<file path="config.mk">
export PLATFORM = sky130hd
export DESIGN_NAME = dcache_tagv_mway_flat
export DESIGN_NICKNAME = d
export VERILOG_FILES = /design/src/rtl/dcache_tagv_mway_if.sv /design/src/rtl/dcache_tagv_mway.sv /design/src/flat_wrapper.sv
export SDC_FILE = /design/constraint.sdc
export NUM_CORES = 1
export LEC_CHECK = 0
export ABC_AREA = 1
export CAP_MARGIN = 40
export CORE_ASPECT_RATIO = 1.1
export CORE_UTILIZATION = 30
export CTS_BUF_LIST = sky130_fd_sc_hd__clkbuf_2
export CTS_CLUSTER_DIAMETER = 120
export DETAILED_ROUTE_END_ITERATION = 16
export GPL_TIMING_DRIVEN = 0
export PLACE_DENSITY = 0.47
export RECOVER_POWER = 100
export SLEW_MARGIN = 40
export SYNTH_ARGS = -nofsm -noshare
export SYNTH_HDL_FRONTEND = slang
export SYNTH_SLANG_ARGS = --single-unit
</file>
<file path="constraint.sdc">
create_clock -name clk -period 3.4 [get_ports clk]
set_input_delay 0.68 -clock clk [delete_from_list [all_inputs] [get_ports clk]]
set_output_delay 0.68 -clock clk [all_outputs]
set_load 0.02 [all_outputs]
</file>
<file path="src/rtl/dcache_tagv_mway_if.sv">
// Lookup / fill / flush bus between a cache controller and the tag-valid array.
// Latency: wires only; the array registers its lookup results.
// Backpressure: none on the bus; the array drops requests while it is flushing.
interface dcache_tagv_mway_if #(
    parameter int ADDR_WIDTH = 4,
    parameter int TAG_WIDTH  = 25,
    parameter int WAY        = 2
);
    // lookup request and registered result
    logic                  rd_en;
    logic [ADDR_WIDTH-1:0] rd_addr;
    logic [TAG_WIDTH-1:0]  rd_tag;
    logic                  rd_ack;
    logic [WAY-1:0]        hit;
    logic                  hit_any;
    logic [WAY-1:0]        victim;
    logic                  multi_hit;

    // tag / valid write
    logic                  wr_en;
    logic [ADDR_WIDTH-1:0] wr_addr;
    logic [WAY-1:0]        wr_way;
    logic [TAG_WIDTH-1:0]  wr_tag;
    logic                  wr_valid;

    // invalidate-all
    logic                  flush_req;
    logic                  flush_busy;
    logic                  flush_done;

    modport master (
        output rd_en, rd_addr, rd_tag,
        output wr_en, wr_addr, wr_way, wr_tag, wr_valid,
        output flush_req,
        input  rd_ack, hit, hit_any, victim, multi_hit,
        input  flush_busy, flush_done
    );

    modport slave (
        input  rd_en, rd_addr, rd_tag,
        input  wr_en, wr_addr, wr_way, wr_tag, wr_valid,
        input  flush_req,
        output rd_ack, hit, hit_any, victim, multi_hit,
        output flush_busy, flush_done
    );
endinterface

</file>
<file path="src/rtl/dcache_tagv_mway.sv">
// Set-associative tag/valid array with hit detect, victim pick and invalidate-all sweep.
// Latency: lookup result registered, one cycle; flush sweep one set per cycle.
// Backpressure: none; lookups, writes and new flush pulses are dropped while flush_busy.
module dcache_tagv_mway #(
    parameter int ADDR_WIDTH = 4,
    parameter int TAG_WIDTH  = 25,
    parameter int WAY        = 2
) (
    input  logic               clk,
    input  logic               rst,
    dcache_tagv_mway_if.slave  cache_if
);
    localparam int SETS = 1 << ADDR_WIDTH;
    // keep rr at least one bit wide so a direct-mapped build still elaborates
    localparam int RR_W = (WAY > 1) ? $clog2(WAY) : 1;

    typedef enum logic {IDLE, SWEEP} state_t;

    state_t                state_q, state_d;
    logic [ADDR_WIDTH-1:0] cnt_q, cnt_d;
    logic [RR_W-1:0]       rr_q, rr_d;

    logic [SETS-1:0]       valid_q [WAY];
    logic [TAG_WIDTH-1:0]  tag_q   [WAY][SETS];

    logic                  rd_ack_q;
    logic [WAY-1:0]        hit_q, victim_q;
    logic                  multi_q;

    logic                  busy, sweep_last, rd_go, wr_go;
    logic [WAY-1:0]        look_vld, hit_d, victim_d;
    logic [TAG_WIDTH-1:0]  look_tag [WAY];
    logic                  multi_d, all_vld, found;
    logic [3:0]            hit_cnt;

    assign busy       = (state_q == SWEEP);
    assign sweep_last = busy && (cnt_q == ADDR_WIDTH'(SETS - 1));
    // a flush pulse wins over a lookup or write arriving in the same cycle
    assign rd_go = cache_if.rd_en && !busy && !cache_if.flush_req;
    assign wr_go = cache_if.wr_en && !busy && !cache_if.flush_req;

    // flush FSM next state: start on a pulse in IDLE, walk every set once in SWEEP
    always_comb begin
        state_d = state_q;
        cnt_d   = cnt_q;
        case (state_q)
            IDLE: begin
                if (cache_if.flush_req) begin
                    state_d = SWEEP;
                    cnt_d   = '0;
                end
            end
            SWEEP: begin
                if (sweep_last) begin
                    state_d = IDLE;
                    cnt_d   = '0;
                end else begin
                    cnt_d = cnt_q + 1'b1;
                end
            end
            default: begin
                state_d = IDLE;
                cnt_d   = '0;
            end
        endcase
    end

    // lookup: read the set, overlay a same-cycle write to the same set, then compare
    always_comb begin
        hit_cnt  = '0;
        victim_d = '0;
        found    = 1'b0;
        for (int i = 0; i < WAY; i++) begin
            look_vld[i] = valid_q[i][cache_if.rd_addr];
            look_tag[i] = tag_q[i][cache_if.rd_addr];
            if (wr_go && (cache_if.wr_addr == cache_if.rd_addr) && cache_if.wr_way[i]) begin
                look_vld[i] = cache_if.wr_valid;
                look_tag[i] = cache_if.wr_tag;
            end
            hit_d[i] = look_vld[i] && (look_tag[i] == cache_if.rd_tag);
            hit_cnt  = hit_cnt + 4'(hit_d[i]);
        end
        multi_d = (hit_cnt >= 4'd2);
        all_vld = &look_vld;
        // lowest invalid way first; round robin only once the set is full
        for (int i = 0; i < WAY; i++) begin
            if (!look_vld[i] && !found) begin
                victim_d[i] = 1'b1;
                found       = 1'b1;
            end
        end
        if (all_vld) begin
            victim_d = WAY'(1) << rr_q;
        end
        rr_d = rr_q;
        if (rd_go && !(|hit_d) && all_vld) begin
            rr_d = (rr_q == RR_W'(WAY - 1)) ? '0 : rr_q + 1'b1;
        end
    end

    // control state and registered lookup result; result holds when no lookup is taken
    always_ff @(posedge clk or posedge rst) begin
        if (rst) begin
            state_q  <= IDLE;
            cnt_q    <= '0;
            rr_q     <= '0;
            rd_ack_q <= 1'b0;
            hit_q    <= '0;
            victim_q <= '0;
            multi_q  <= 1'b0;
        end else begin
            state_q  <= state_d;
            cnt_q    <= cnt_d;
            rr_q     <= rr_d;
            rd_ack_q <= rd_go;
            if (rd_go) begin
                hit_q    <= hit_d;
                victim_q <= victim_d;
                multi_q  <= multi_d;
            end
        end
    end

    // valid bits: sweep clear has the array to itself, otherwise apply writes
    always_ff @(posedge clk or posedge rst) begin
        if (rst) begin
            for (int i = 0; i < WAY; i++) valid_q[i] <= '0;
        end else if (busy) begin
            for (int i = 0; i < WAY; i++) valid_q[i][cnt_q] <= 1'b0;
        end else if (wr_go) begin
            for (int i = 0; i < WAY; i++) begin
                if (cache_if.wr_way[i]) valid_q[i][cache_if.wr_addr] <= cache_if.wr_valid;
            end
        end
    end

    // tag storage carries no reset; a tag only matters under its valid bit
    always_ff @(posedge clk) begin
        if (wr_go) begin
            for (int i = 0; i < WAY; i++) begin
                if (cache_if.wr_way[i]) tag_q[i][cache_if.wr_addr] <= cache_if.wr_tag;
            end
        end
    end

    assign cache_if.rd_ack     = rd_ack_q;
    assign cache_if.hit        = hit_q;
    assign cache_if.hit_any    = |hit_q;
    assign cache_if.victim     = victim_q;
    assign cache_if.multi_hit  = multi_q;
    assign cache_if.flush_busy = busy;
    assign cache_if.flush_done = sweep_last;
endmodule

</file>
<file path="src/flat_wrapper.sv">
// flat-port wrapper written by rule: the top's interface ports become plain ports
module dcache_tagv_mway_flat 
#(
    parameter int ADDR_WIDTH = 4,
    parameter int TAG_WIDTH  = 25,
    parameter int WAY        = 2
)
  (clk, rst, cache_if_rd_en, cache_if_rd_addr, cache_if_rd_tag, cache_if_wr_en, cache_if_wr_addr, cache_if_wr_way, cache_if_wr_tag, cache_if_wr_valid, cache_if_flush_req, cache_if_rd_ack, cache_if_hit, cache_if_hit_any, cache_if_victim, cache_if_multi_hit, cache_if_flush_busy, cache_if_flush_done);
  dcache_tagv_mway_if #(.ADDR_WIDTH(ADDR_WIDTH), .TAG_WIDTH(TAG_WIDTH), .WAY(WAY)) cache_if_i ();
  input  logic clk;
  input  logic rst;
  input wire logic [$bits(cache_if_i.rd_en)-1:0] cache_if_rd_en;
  input wire logic [$bits(cache_if_i.rd_addr)-1:0] cache_if_rd_addr;
  input wire logic [$bits(cache_if_i.rd_tag)-1:0] cache_if_rd_tag;
  input wire logic [$bits(cache_if_i.wr_en)-1:0] cache_if_wr_en;
  input wire logic [$bits(cache_if_i.wr_addr)-1:0] cache_if_wr_addr;
  input wire logic [$bits(cache_if_i.wr_way)-1:0] cache_if_wr_way;
  input wire logic [$bits(cache_if_i.wr_tag)-1:0] cache_if_wr_tag;
  input wire logic [$bits(cache_if_i.wr_valid)-1:0] cache_if_wr_valid;
  input wire logic [$bits(cache_if_i.flush_req)-1:0] cache_if_flush_req;
  output wire logic [$bits(cache_if_i.rd_ack)-1:0] cache_if_rd_ack;
  output wire logic [$bits(cache_if_i.hit)-1:0] cache_if_hit;
  output wire logic [$bits(cache_if_i.hit_any)-1:0] cache_if_hit_any;
  output wire logic [$bits(cache_if_i.victim)-1:0] cache_if_victim;
  output wire logic [$bits(cache_if_i.multi_hit)-1:0] cache_if_multi_hit;
  output wire logic [$bits(cache_if_i.flush_busy)-1:0] cache_if_flush_busy;
  output wire logic [$bits(cache_if_i.flush_done)-1:0] cache_if_flush_done;
  assign cache_if_i.rd_en = cache_if_rd_en;
  assign cache_if_i.rd_addr = cache_if_rd_addr;
  assign cache_if_i.rd_tag = cache_if_rd_tag;
  assign cache_if_i.wr_en = cache_if_wr_en;
  assign cache_if_i.wr_addr = cache_if_wr_addr;
  assign cache_if_i.wr_way = cache_if_wr_way;
  assign cache_if_i.wr_tag = cache_if_wr_tag;
  assign cache_if_i.wr_valid = cache_if_wr_valid;
  assign cache_if_i.flush_req = cache_if_flush_req;
  assign cache_if_rd_ack = cache_if_i.rd_ack;
  assign cache_if_hit = cache_if_i.hit;
  assign cache_if_hit_any = cache_if_i.hit_any;
  assign cache_if_victim = cache_if_i.victim;
  assign cache_if_multi_hit = cache_if_i.multi_hit;
  assign cache_if_flush_busy = cache_if_i.flush_busy;
  assign cache_if_flush_done = cache_if_i.flush_done;
  dcache_tagv_mway #(.ADDR_WIDTH(ADDR_WIDTH), .TAG_WIDTH(TAG_WIDTH), .WAY(WAY)) u_core (.clk(clk), .rst(rst), .cache_if(cache_if_i));
endmodule
</file>
Figure 1. Clock routing (run 1).
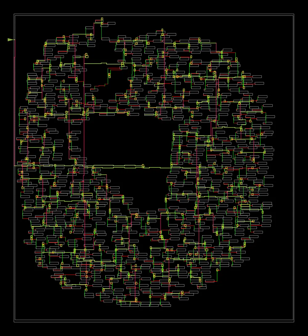
clk_lat worst skew: 1710 ps
power in the clock group: 0.00719 W
Sink Count: 844
Setup Skew: 110 ps

Figure 2. Cell sizes after repair (run 1).
Bar = 100 um.
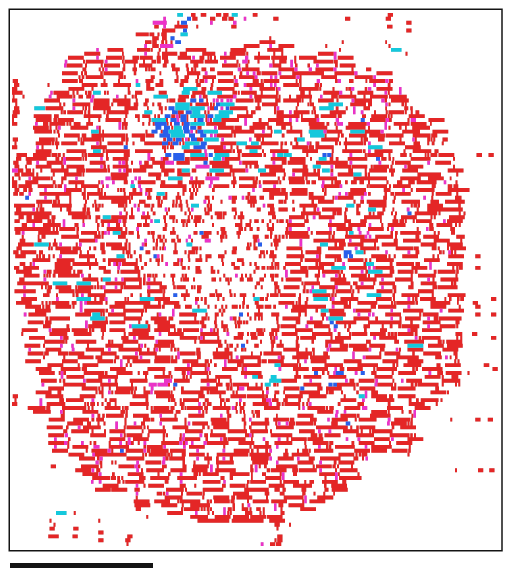
[magenta] x2 | cells: 518 | share: 11%
[blue] x3 and x4 | cells: 78 | share: 1.7%
[red] x1 and smaller | cells: 3816 | share: 85%
[cyan] x6 and larger | cells: 97 | share: 2.2%
worst setup margin: 71.3 ps
Final Cell Area: 45800 um^2
nonclk buf count: 440

Figure 3. Where the registers sit (run 1).
Bar = 100 um.
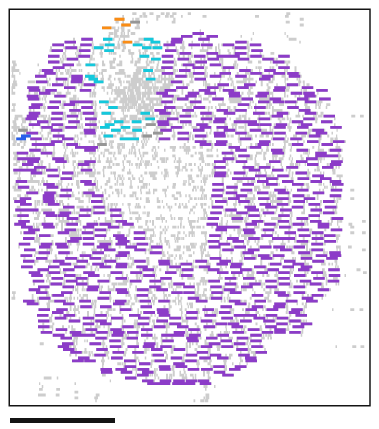
[orange] u_core.cnt_q | flops: 4
[blue] u_core.cache_if.victim | flops: 2
[purple] u_core.tag_q | flops: 800 | where: spread over the die
[cyan] u_core.valid_q | flops: 32

==> results_dict.tcl, run 1 <==
# implementation run metrics
set metrics [dict create \
    status "complete, but fails checks" \
    failed_checks "capacitance limit, slew limit" \
    fmax_ghz 0.300 \
    slew_viol_final 410 \
    cts-buffers-inserted 217 \
    flop_cell "edfxtp_1" \
    synth_cell_types 33 \
    cts_max_level 4 \
    maxCapViolations 19 \
    first_global_vias 29100 \
    yosys.area_share.aoi_pct 1.87 \
    drt-initial-drc-count 3382 \
    lay_top_count "nand2_1" \
    fin_util_pct 36.0 \
    syn_nets 3961 \
    drc 0 \
    final_cells 6180 \
    dpl-instance-area_um2 43400 \
    postCtsHoldBufs 76 \
    gr-usage-all-layers_pct 26.0 \
    setup-tns-final_ps 0 \
    cts_resized 29 \
    yosys-stat-cells 3891 \
    overflow 0 \
    coreArea_um2 127000 \
    worstSetupPathType "reg -> reg" \
    clk_path_buf_depth 3 \
    p_comb_share_pct 13.6 \
]
[run 1: critical path, stage by stage, from the launching register on]
cell,delay [ps]
dfrtp_1,400
clkbuf_4,130
buf_4,130
nor2_4,210
nand2_2,160
inv_1,100
nand2_1,350
clkbuf_2,490
nor2_4,520
buf_16,220
buf_16,160
buf_8,160
[run 1: sequential cells by signal, indices dropped and copies added, names as in the netlist]
register and flops:
u_core.cache_if.rd_ack 1, u_core.cache_if.victim 2, u_core.cnt_q 4, u_core.rr_q 1
u_core.cache_if.multi_hit 1, u_core.cache_if.flush_busy 1, u_core.cache_if.hit 2, u_core.valid_q 32
u_core.tag_q 800
[run 1: synthesized netlist by cell type, types with 27 or more instances]
cell and n:
buf_2 101, nand2_1 1337, or2_1 27, inv_1 479, nand3_1 733, dfrtp_1 44
or2_2 37, a22o_1 32, edfxtp_1 800, nor2_1 94, o211ai_1 36, clkbuf_1 43
[run 1: metrics by stage]
step                      setup WS [ps]  hold slack [ps]  total power (W)
after floorplan                     572              442           0.0131
after global placement            -3230              459           0.0145
after detailed placement           -800              468           0.0145
after CTS                          -168             1.56           0.0218
after global routing              -57.8              168           0.0225
final                              71.3              224           0.0216
[run 1: cell type report]
| type | count | share of cell area [%] |
|---|---|---|
| sequential | 844 | 54.9 |
| clock inverter | 41 | 0.552 |
| clock buffer | 336 | 3.67 |
| inverter | 495 | 4.08 |
| buffer | 198 | 2.38 |
| multi-input combinational | 2353 | 23.3 |
| antenna | 3 | 0.0164 |
| tap | 1668 | 4.56 |
| timing repair buffer | 242 | 6.55 |
[run 1: layer usage]
layer	vias to the layer above	GRT usage (%)	wire length, um
li1	13900	-	-
met1	15300	33.9	68800
met2	1487	42.0	78300
met3	354	4.30	13300
met4	2	12.1	8630
met5	-	0	13
Figure 4. Routed clock nets over the placement (run 1).
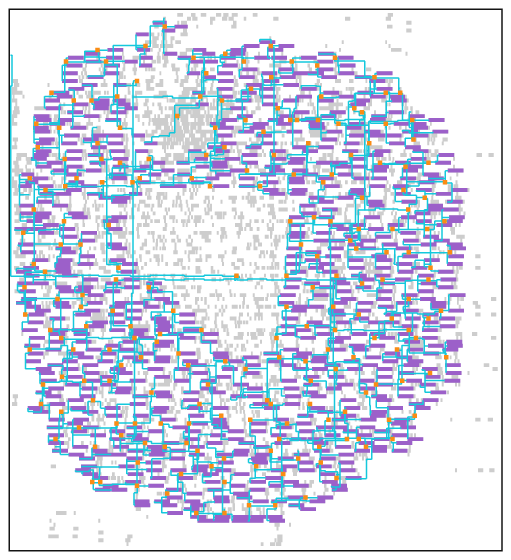

==> run 2, diff against run 1 <==
--- a/config.mk
+++ b/config.mk
@@ -9,7 +9,7 @@
 export CAP_MARGIN = 40
 export CORE_ASPECT_RATIO = 1.1
 export CORE_UTILIZATION = 30
-export CTS_BUF_LIST = sky130_fd_sc_hd__clkbuf_2
+export CTS_BUF_LIST = sky130_fd_sc_hd__clkbuf_16
 export CTS_CLUSTER_DIAMETER = 120
 export DETAILED_ROUTE_END_ITERATION = 16
 export GPL_TIMING_DRIVEN = 0
Figure 5. Routed clock nets over the placement (run 2).
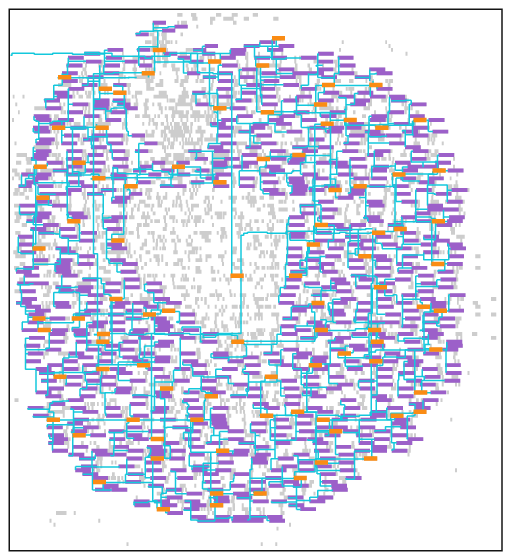
[purple] flip-flops | count: 844
[orange] clock-net drivers | count: 92
[cyan] clock wires | length: 11500 um
routed clock nets: 93
Clock Power Share: 40.5%
clk_lat worst skew: 730 ps
power in the clock group: 0.00974 W
Setup Skew: 53.8 ps

==> results_dict.tcl, run 2 <==
# implementation run metrics
set metrics [dict create \
    maxCapViolations 16 \
    gr-usage-all-layers_pct 24.8 \
    n_tap_cell 1668 \
    drt-initial-drc-count 3482 \
    cts_num_sinks 844 \
    flop_cell "edfxtp_1" \
    postCtsHoldBufs 0 \
    timing.critical_path.mode_cell "nand2_1" \
    cp_cell_sequence "clkdlybuf4s50_1, nor2_4, nand2_1, inv_1, nand2_1, clkbuf_1, nor2_1, buf_16" \
    yosys-stat-cells 3891 \
    inverters_excl_clock 495 \
    grt-busiest-layer "met2" \
    first_global_vias 27600 \
    highest_layer "met5" \
    crit_path_top_delay_cell "nor2_1" \
    fin_util_pct 35.6 \
    hold_ws_ps 481 \
    coreArea_um2 127000 \
    drc 0 \
    cts_resized 5 \
    clkbuf_count 96 \
    synth_cell_types 33 \
    cpLargestDelayFamily "simple AND/OR/NAND/NOR gates" \
    failed_checks "capacitance limit, slew limit" \
    synthTopCellsByCount "1337 x nand2_1, 800 x edfxtp_1, 733 x nand3_1" \
    slew_viol_final 503 \
    top_cell "nand2_1" \
    syn_nets 3961 \
    setup-tns-final_ps 0 \
    signal_buffers 359 \
    cts-buffers-inserted 92 \
    slowest_delay_ps 1170 \
    status "complete, but fails checks" \
    clkCellAreaFrac_pct 6.33 \
    seq_share_pct 55.6 \
    buffer_area_share_pct 6.12 \
    antenna_cells 1 \
    overflow 0 \
    worstSetupPathType "in -> reg" \
    lay_top_count "nand2_1" \
    top_regs "u_core.tag_q: 800 flops, u_core.valid_q: 32 flops, u_core.cnt_q: 4 flops" \
    met2_length_um 76600 \
]
[run 2: cell counts after synthesis]
No cell type changed its count.
[run 2: where the power goes]
part           switching (W)  internal [W]
sequential         0.0000664        0.0115
clock                0.00428       0.00546
combinational        0.00208      0.000713
total                0.00643        0.0176
[run 2: path summary, 6_finish.rpt]
check / startpoint / slack [ps] / to / depth (start not counted)
setup reg to reg: u_core.cache_if.flush_busy / 30 / u_core.tag_q[0][685] / 7
hold / removal: cache_if_wr_tag[10] / 480 / u_core.tag_q[0][135] / 1
max in group asynchronous: rst / 750 / u_core.valid_q[24] / 3
min in group asynchronous: rst / 540 / u_core.valid_q[12] / 2
setup / recovery: cache_if_flush_req / 20 / u_core.tag_q[0][685] / 8
hold reg to reg: u_core.rr_q / 490 / u_core.rr_q / 2
[run 2: cells by family after synthesis]
kind of cell | count (synthesis) | synth area share, %
simple gates | 2247 | 25.0
buf+inv | 694 | 7.59
fa+ha+maj | 4 | 0.130
flops | 844 | 65.4
compound gates | 100 | 1.87
xor+xnor | 2 | 0.0651
[run 2: stage by stage]
| stage | cells | power (W) | setup WS (ps) |
|---|---|---|---|
| 5_1_grt | 5883 | 0.0247 | 3.03 |
| 2_1_floorplan | 3891 | 0.0131 | 572 |
| 3_5_place_dp | 5719 | 0.0145 | -800 |
| 6_report | 5884 | 0.0241 | 18.6 |
| 3_3_place_gp | 5630 | 0.0145 | -3230 |
| 4_1_cts | 5883 | 0.0242 | 29.7 |
[run 2: worst reg2reg max path: cells and delay by family, from the launching register on]
family	cells	cell delay [ps]
buffers and inverters	3	770
AND/OR/NAND/NOR	4	1900
flip-flops	1	410
Power figures rest on the tool's default switching activity, not on a simulated workload.
